==> config.mk <==
export PLATFORM = sky130hd
export DESIGN_NAME = ikaopll_lfo
export DESIGN_NICKNAME = d
export VERILOG_FILES = /design/src/rtl/ikaopll_lfo.sv
export SDC_FILE = /design/constraint.sdc
export NUM_CORES = 1
export LEC_CHECK = 0
export ABC_CLOCK_PERIOD_IN_PS = 4200
export CAP_MARGIN = 20
export CORE_MARGIN = 5
export CORE_UTILIZATION = 45
export DETAILED_ROUTE_END_ITERATION = 10
export PLACE_DENSITY_LB_ADDON = 0.08
export SLEW_MARGIN = 5
export SYNTH_ARGS = -nofsm -noshare
export SYNTH_HDL_FRONTEND = slang
export SYNTH_SLANG_ARGS = --single-unit
==> constraint.sdc <==
create_clock -name i_EMUCLK -period 4.2 [get_ports i_EMUCLK]
set_input_delay 0.63 -clock i_EMUCLK [delete_from_list [all_inputs] [get_ports i_EMUCLK]]
set_output_delay 0.63 -clock i_EMUCLK [all_outputs]
set_load 0.02 [all_outputs]
flops_by_reg.png
Scale bar: 20 um. Other sequential cells in the stronger gray, the rest of the logic in the fainter gray.
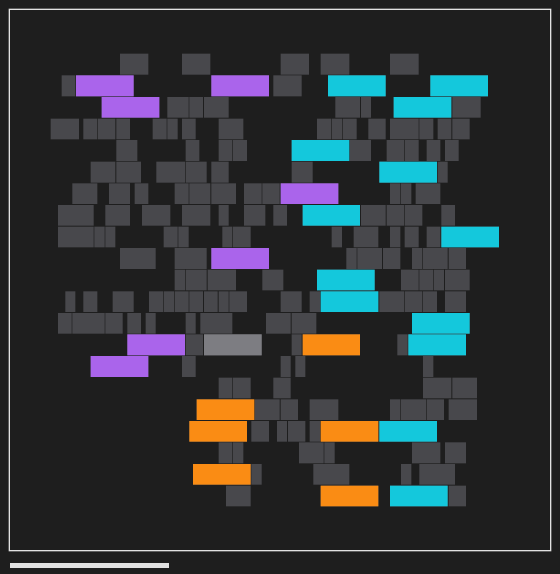
[cyan] `pm_cnt_q` | flops: 13
[purple] `am_cnt_q` | flops: 7
[orange] `am_pre_q` | flops: 6 | where: bottom center
not colored: 1
Seq/total area: 0.3338
Power Sequential: 0.261 mW
Reg area: 540.5 sq um
Final Util: 0.4890

sizes.png
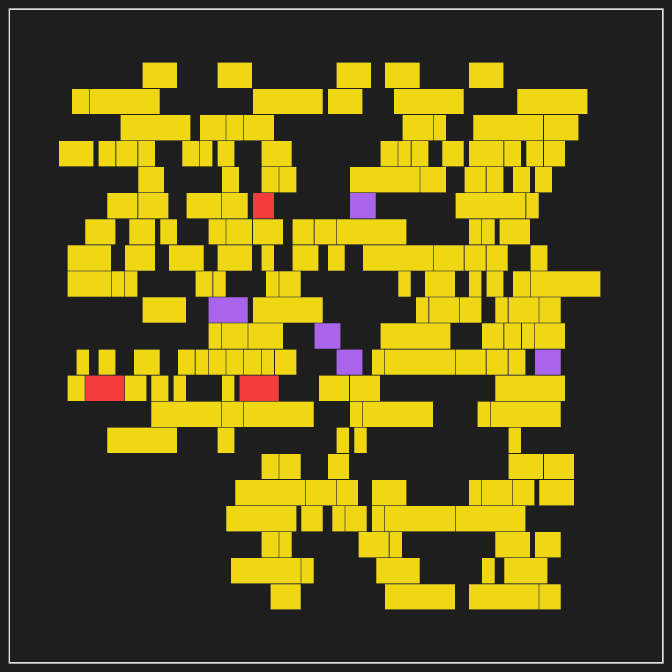
[red] _2 cells | cells: 3 | share: 1.6%
[yellow] _0 and _1 cells | cells: 174 | share: 96%
[purple] _3 and _4 cells | cells: 5 | share: 2.7%
final worst-path setup slack: 1960 ps
post-layout instance area: 0.001619 sq mm
Non-clk bufs: 11
Syn-to-layout area delta: 6.854%

clk_routes.png
Scale bar: 20 um.
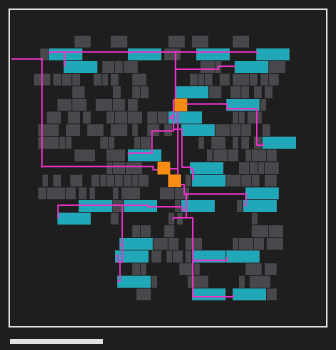
[magenta] clock wires | length: 328 um
[cyan] flip-flops | count: 27
[orange] clock drivers | count: 3
routed clock nets: 4
final setup skew: 7.524 ps
Clock Latency Late Sink: 310 ps

metal_density.png
The die is cut into 14 by 14 equal tiles; dark blue is low, red is high, scaled to the fullest tile. Values are wire area over tile area, all layers added.
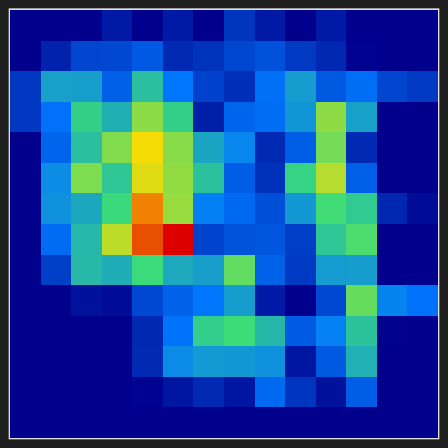
emptiest ninth of the die: lower left
tiles over half the peak: 10%
fullest tile: 0.49
GRT Resource Usage Total: 0.1417
post-DR wirelength/cell: 12.75 um
via count: 1246

==> results.txt <==
run metrics: status=complete, no violations, global-route wire length before repair=5.064 mm, Leakage=between 0.5 and 0.6 nW, largest net degree at the start of global routing=22, Row Count=21, Max Freq=roughly 450 MHz, DRC Markers=0, DP Cell Count=approximately 220, Commonest flop=dfxtp_1, XOR-XNOR Cells, Area Fraction=0.08671, RSZ-0062 raised after global routing=no, Pre-Place Util=0.4577, fin crit period=between 2000 and 2500 ps, NumNets Final=approximately 190, initial drt markers=around 56, setup bufs post-CTS=0, setup TNS=0 ps, register area share after synthesis=0.3567, largest fanout on the critical path=9, chip footprint=around 0.0046 sq mm, syn_nets=between 150 and 200, required time of the critical path=between 4000 and 5000 ps, GR Layer Usage met1=0.1713, YS warnings=0, Post-Layout Cell Count=roughly 230, Multiplexer share=0.01321, met2 Use GR=0.2503, gr busiest metal=met2, Peak VDD IR=92.33 uV, R2R depth=6, final WL=between 2 and 3 mm, Simple-Gate Area Share=0.2733, Pins Over Slew Limit=0, grt ovf=0, CP Capture Type=flop, adder share=0.04129, final setup vio count=0, clk slew on worst S/H paths=140 ps, share of layout cells above drive strength 1=0.04396, DP Worst Slack=1612 ps, Netlist cell types=between 40 and 50, area reported by Yosys stat=between 0.0015 and 0.002 sq mm, GPL Wtd Cong=about 0.8, Worst setup SP type=input pin, cells in synth_stat.txt=181, r2r setup slk=~2200 ps, syn avg cell area=between 8 and 9 sq um, post-synthesis cell area=approximately 0.0015 sq mm, number of OpenROAD warnings=28, vias in the first global route=roughly 1200, IO Pins=11, die extent in y=roughly 68 um, Max clock buf depth=2, worst hold stages=2, DRT Pass-1 Iters=4, # clock sinks=27, Worst EP arrival=between 2000 and 2500 ps, most numerous logic cell after layout=dfxtp_1, grt met3 use=0.02627, final total power=approximately 0.39 mW, Hold Buf Count CTS=0, Final ANT Viol Nets=0, initial antenna violation count=0, CTS Root Cell=clkbuf_4, Fin. Hold Viols=0, H-tree lvl count=1, I/O Buffers=10, CTS tree=done, Worst Tran Pin Value=approximately 600 ps, cycle use final=0.5334, EDFF count, synth=0, ys async rst share=0, Fin Hold WS=between 400 and 500 ps, Power Dens Cells=between 200 and 250 mW/mm^2, CORE AREA=0.003311 sq mm, Mapped Cells=approximately 180, DP Area=between 0.0015 and 0.002 sq mm, max_slew headroom=0.5969
-- routing by layer --
layer,vias to the layer above,share of wire
met5,-,0
met4,0,0.0079
met3,2,0.030
met2,16,0.49
met1,578,0.47
li1,650,-
-- cells in the mapped netlist, types with 4 or more instances --
| library cell | instances | area, sq um |
|---|---|---|
| a21oi_1 | 9 | 45.04 |
| xnor2_1 | 7 | 61.31 |
| nor3_1 | 4 | 20.02 |
| clkbuf_1 | 5 | 18.77 |
| nand2_1 | 10 | 37.54 |
| xor2_1 | 8 | 70.07 |
| o21ai_0 | 12 | 60.06 |
| nand4_1 | 7 | 43.79 |
| inv_1 | 7 | 26.28 |
| nor2_1 | 17 | 63.81 |
| dfxtp_1 | 27 | 540.5 |
| buf_4 | 7 | 52.55 |
| ha_1 | 5 | 62.56 |
| and3_1 | 4 | 25.02 |
| nand3_1 | 9 | 45.04 |
-- worst max-delay path, cell delays in order --
cell and delay (ps):
clkdlybuf4s50_1 490, nor2b_1 190, buf_4 200, nand4_1 240, or4_1 570, a31oi_1 160
-- area by class of cell --
type                       count  area (sq um)
clock buffer                   4         26.28
fill                         357          1692
timing repair buffer          11         107.6
inverter                       7         26.28
tap                           46         57.56
multi-input combinational    133         860.8
sequential                    27         540.5
-- kinds of logic (layout without fill, tap and decap cells) --
group                    after synthesis  after routing
adder cells (fa/ha/maj)                5              5
multiplexers                           2              2
AND/OR/NAND/NOR                       74             74
buffers and inverters                 21             22
AND-OR/OR-AND                         37             37
flip-flops                            27             27
XOR/XNOR                              15             15
-- report_power, final --
part           total, mW  internal, mW  switching [mW]  leakage (nW)
Combinational     0.0163       0.00753         0.00878         0.311
Sequential         0.261         0.259         0.00215         0.218
Clock              0.108        0.0370          0.0709        0.0150
No activity file was given, so power comes from the tool's default toggle rates.
